power_grid.png
Pins as bars on the die edge.
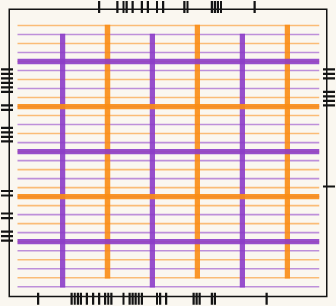
placement_by_type.png
Scale bar: 20 um.
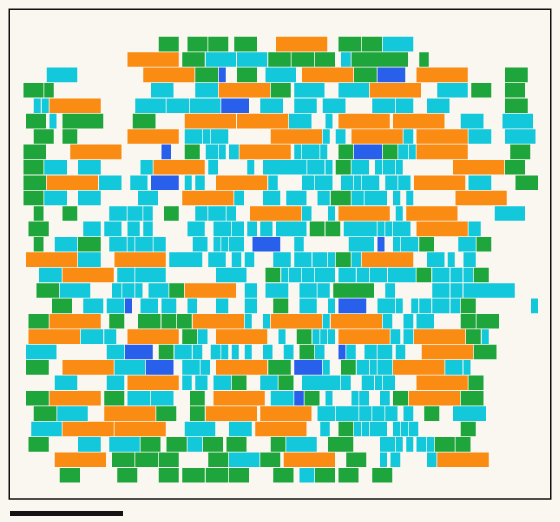
clk_routes.png
Scale bar: 20 um.
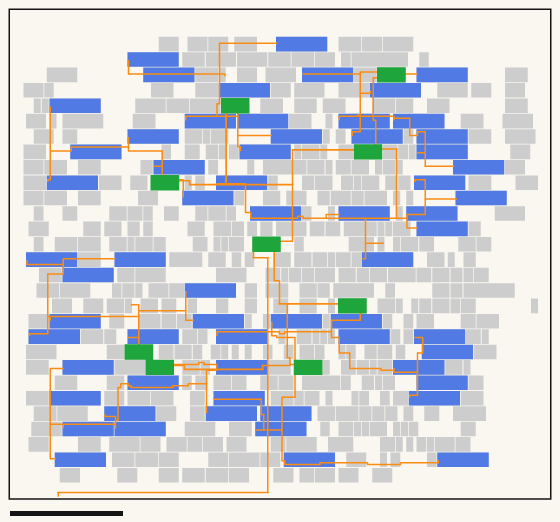
--- src/rtl/dram_loader.sv ---
// Length-prefixed byte-stream loader for the matrix-multiply core's data RAM.
// Optional trailing-checksum support is enabled by defining LOADER_CHECKSUM_EN.
module dram_loader #(
    parameter int                ADDR_W    = 16,
    parameter logic [ADDR_W-1:0] BASE_ADDR = {ADDR_W{1'b0}}
) (
    input  logic              i_clk,
    input  logic              i_rst,
    input  logic              i_rx_valid,
    input  logic [7:0]        i_rx_data,
    output logic              o_rx_ready,
    input  logic              i_clear,
    output logic              o_start,
    input  logic              i_core_busy,
    input  logic [ADDR_W-1:0] i_core_dram_addr,
    input  logic              i_core_dram_rd,
    input  logic              i_core_dram_wr,
    input  logic [7:0]        i_core_dram_out,
    output logic [ADDR_W-1:0] o_dram_addr,
    output logic              o_dram_read,
    output logic              o_dram_write,
    output logic [7:0]        o_dram_data,
    output logic              o_done,
    output logic              o_error
);

    typedef enum logic [3:0] {
        ST_LEN_HI    = 4'd0,
        ST_LEN_LO    = 4'd1,
        ST_DATA      = 4'd2,
`ifdef LOADER_CHECKSUM_EN
        ST_CHK       = 4'd3,
`endif
        ST_START     = 4'd4,
        ST_WAIT_BUSY = 4'd5,
        ST_RUN       = 4'd6,
        ST_DONE      = 4'd7
`ifdef LOADER_CHECKSUM_EN
        ,
        ST_ERR       = 4'd8
`endif
    } state_t;

    state_t            state_q, state_d;
    logic [15:0]       len_q, len_d;
    logic [15:0]       cnt_q, cnt_d;
    logic              wr_en_q, wr_en_d;
    logic [ADDR_W-1:0] wr_addr_q, wr_addr_d;
    logic [7:0]        wr_data_q, wr_data_d;
    logic              start_q, start_d;
    logic              done_q, done_d;
    logic              rx_ready_s;
    logic              accept_s;
    logic              core_owned_s;
    logic [15:0]       len_lo_s;

`ifdef LOADER_CHECKSUM_EN
    logic              err_q, err_d;
    logic [7:0]        chk_q, chk_d;

    // Running checksum: XOR of length bytes and payload
    function automatic logic [7:0] chk_fold(input logic [7:0] acc, input logic [7:0] b);
        return acc ^ b;
    endfunction
`endif

    // Stream handshake: the loader only listens while collecting header, payload or checksum
    always_comb begin
        rx_ready_s = 1'b0;
        case (state_q)
            ST_LEN_HI: rx_ready_s = 1'b1;
            ST_LEN_LO: rx_ready_s = 1'b1;
            ST_DATA:   rx_ready_s = 1'b1;
`ifdef LOADER_CHECKSUM_EN
            ST_CHK:    rx_ready_s = 1'b1;
`endif
            default:   rx_ready_s = 1'b0;
        endcase
    end

    assign accept_s   = i_rx_valid & rx_ready_s;
    assign o_rx_ready = rx_ready_s;
    assign len_lo_s   = {len_q[15:8], i_rx_data};

    // Next-state and loader write-stage computation
    always_comb begin
        state_d   = state_q;
        len_d     = len_q;
        cnt_d     = cnt_q;
        wr_en_d   = 1'b0;
        wr_addr_d = wr_addr_q;
        wr_data_d = wr_data_q;
`ifdef LOADER_CHECKSUM_EN
        chk_d     = chk_q;
`endif
        case (state_q)
            ST_LEN_HI: begin
                if (accept_s) begin
                    len_d   = {i_rx_data, len_q[7:0]};
`ifdef LOADER_CHECKSUM_EN
                    chk_d   = i_rx_data;
`endif
                    state_d = ST_LEN_LO;
                end else begin
                    state_d = ST_LEN_HI;
                end
            end
            ST_LEN_LO: begin
                if (accept_s) begin
                    len_d = len_lo_s;
                    cnt_d = 16'd0;
`ifdef LOADER_CHECKSUM_EN
                    chk_d = chk_fold(chk_q, i_rx_data);
`endif
                    if (len_lo_s == 16'd0) begin
`ifdef LOADER_CHECKSUM_EN
                        state_d = ST_CHK;
`else
                        state_d = ST_START;
`endif
                    end else begin
                        state_d = ST_DATA;
                    end
                end else begin
                    state_d = ST_LEN_LO;
                end
            end
            ST_DATA: begin
                if (accept_s) begin
                    // Address arithmetic wraps naturally at 2^ADDR_W
                    wr_en_d   = 1'b1;
                    wr_addr_d = BASE_ADDR + ADDR_W'(cnt_q);
                    wr_data_d = i_rx_data;
                    cnt_d     = cnt_q + 16'd1;
`ifdef LOADER_CHECKSUM_EN
                    chk_d     = chk_fold(chk_q, i_rx_data);
`endif
                    if (cnt_q == (len_q - 16'd1)) begin
`ifdef LOADER_CHECKSUM_EN
                        state_d = ST_CHK;
`else
                        state_d = ST_START;
`endif
                    end else begin
                        state_d = ST_DATA;
                    end
                end else begin
                    state_d = ST_DATA;
                end
            end
`ifdef LOADER_CHECKSUM_EN
            ST_CHK: begin
                if (accept_s) begin
                    if (i_rx_data == chk_q) begin
                        state_d = ST_START;
                    end else begin
                        state_d = ST_ERR;
                    end
                end else begin
                    state_d = ST_CHK;
                end
            end
`endif
            ST_START: begin
                state_d = ST_WAIT_BUSY;
            end
            ST_WAIT_BUSY: begin
                if (i_core_busy) begin
                    state_d = ST_RUN;
                end else begin
                    state_d = ST_WAIT_BUSY;
                end
            end
            ST_RUN: begin
                if (!i_core_busy) begin
                    state_d = ST_DONE;
                end else begin
                    state_d = ST_RUN;
                end
            end
            ST_DONE: begin
                if (i_clear) begin
                    state_d = ST_LEN_HI;
                    len_d   = 16'd0;
                    cnt_d   = 16'd0;
                end else begin
                    state_d = ST_DONE;
                end
            end
`ifdef LOADER_CHECKSUM_EN
            ST_ERR: begin
                if (i_clear) begin
                    state_d = ST_LEN_HI;
                    len_d   = 16'd0;
                    cnt_d   = 16'd0;
                end else begin
                    state_d = ST_ERR;
                end
            end
`endif
            default: begin
                state_d = ST_LEN_HI;
            end
        endcase
    end

    // The start strobe is taken from the START state of the previous cycle, so it always
    // lands one cycle after the final loader write has been issued.
    assign start_d = (state_q == ST_START);
    assign done_d  = (state_d == ST_DONE);
`ifdef LOADER_CHECKSUM_EN
    assign err_d   = (state_d == ST_ERR);
`endif

    // State and datapath registers
    always_ff @(posedge i_clk or posedge i_rst) begin
        if (i_rst) begin
            state_q   <= ST_LEN_HI;
            len_q     <= 16'd0;
            cnt_q     <= 16'd0;
            wr_en_q   <= 1'b0;
            wr_addr_q <= {ADDR_W{1'b0}};
            wr_data_q <= 8'd0;
            start_q   <= 1'b0;
            done_q    <= 1'b0;
`ifdef LOADER_CHECKSUM_EN
            err_q     <= 1'b0;
            chk_q     <= 8'd0;
`endif
        end else begin
            state_q   <= state_d;
            len_q     <= len_d;
            cnt_q     <= cnt_d;
            wr_en_q   <= wr_en_d;
            wr_addr_q <= wr_addr_d;
            wr_data_q <= wr_data_d;
            start_q   <= start_d;
            done_q    <= done_d;
`ifdef LOADER_CHECKSUM_EN
            err_q     <= err_d;
            chk_q     <= chk_d;
`endif
        end
    end

    assign core_owned_s = (state_q == ST_WAIT_BUSY) || (state_q == ST_RUN) ||
                          (state_q == ST_DONE);

    // DRAM port ownership: core drives the port straight through while it runs
    always_comb begin
        if (core_owned_s) begin
            o_dram_addr  = i_core_dram_addr;
            o_dram_read  = i_core_dram_rd;
            o_dram_write = i_core_dram_wr;
            o_dram_data  = i_core_dram_out;
        end else begin
            o_dram_addr  = wr_addr_q;
            o_dram_read  = 1'b0;
            o_dram_write = wr_en_q;
            o_dram_data  = wr_data_q;
        end
    end

    assign o_start = start_q;
    assign o_done  = done_q;
`ifdef LOADER_CHECKSUM_EN
    assign o_error = err_q;
`else
    assign o_error = 1'b0;
`endif

endmodule

--- config.mk ---
export PLATFORM = sky130hd
export DESIGN_NAME = dram_loader
export DESIGN_NICKNAME = d
export VERILOG_FILES = /design/src/rtl/dram_loader.sv
export SDC_FILE = /design/constraint.sdc
export NUM_CORES = 1
export LEC_CHECK = 0
export CORE_ASPECT_RATIO = 0.9
export CORE_MARGIN = 2
export CORE_UTILIZATION = 47
export DETAILED_ROUTE_END_ITERATION = 8
export PLACE_DENSITY = 0.79
export SYNTH_ARGS = -nofsm -noshare
export SYNTH_HDL_FRONTEND = slang
export SYNTH_SLANG_ARGS = --single-unit
export TNS_END_PERCENT = 50
--- constraint.sdc ---
create_clock -name i_clk -period 2.4 [get_ports i_clk]
set_input_delay 0.72 -clock i_clk [delete_from_list [all_inputs] [get_ports i_clk]]
set_output_delay 0.72 -clock i_clk [all_outputs]
set_load 0.01 [all_outputs]
==> run_results.csv <==
group,metric,value,unit
status,status,"finished with violations",
status,violations,"setup timing",
global_route,grt_max_degree,63,
worst_setup_path,path_cells,"o21ai_4 -> buf_6 -> buf_12 -> mux2_4 -> buf_6",
floorplanning,initial_core_util,49.2,%
timing,setup_violations,9,
yosys,top_cell_area_share,43.9,%
pwr,p_per_area,1270,mW/mm^2
yosys,synthTopCellsByCount,"62 x dfrtp_1, 50 x mux2_2, 26 x nand2_1, 24 x nor2_1",
worst_setup_path,cp_num_cells,5,
final_layout,syn_to_final_growth,40.9,%
final_layout,layout-drive-gt1-share,33.5,%
worst_setup_path,r2r_slack,0.06,ns
timing,clock_skew,0.0115,ns
clocking,cts_root_buffer,"clkbuf_8",
pwr,power.share.clock,11.9,%
global_route,busiest_layer,"met2",
floorplanning,ios,69,
drt,dr.pass1.iters,4,
worst_setup_path,critPathTopFamily,"buffers and inverters",
final_layout,nClkBuffers,13,
pwr,p_sw,2.49,mW
yosys,ys_cells,342,
clocking,holdBufCountCts,0,
timing,setup_ws,-0.0186,ns
final_layout,final_cell_area,0.00498,mm^2
worst_setup_path,arrival,1.70,ns
drt,highest_layer,"met4",
drt,drt-met1-wl,4390,um
clocking,cts_buffers,9,
timing,relSlewSlack,46.7,%
timing,period_needed,2.42,ns
yosys,synth_adder_area_share,0.708,%
yosys,async_flop_share,100,%
global_route,grt_util_all_layers,24.7,%
worst_setup_path,worstSetupStartpointType,"flop",
clocking,path_clk_slew,0.07,ns
worst_setup_path,crit_end,"o_dram_addr[11]",
timing,max_slew.worst_pin.slew,0.790,ns
About power_grid.png:
Key: purple = VSS; orange = VDD
5 straps on met5. 69 signal pins sit on the boundary. The core has 29 rows. 6 straps on met4.
Die Y: 86.3 um
VDD IR-drop max: 0.000682 V
Core Area: 0.00718 mm^2

About placement_by_type.png:
Key: orange = flops [cells 62, share of their area 32%]; green = other buffers and delay cells [cells 115, share of their area 23%]; blue = clock drivers and dummy loads [cells 15, share of their area 3.1%]; cyan = combinational and other logic [cells 265, share of their area 42%]
Seq area share: 31.2%
Site Rows: 29
Core Util, Final: 69.3%

About clk_routes.png:
Key: orange = clock wires [length 831 um]; green = clock drivers [count 9]; blue = flip-flops [count 62]
Position of the flops: spread over the die.

Power is estimated from default activity; no workload was simulated.
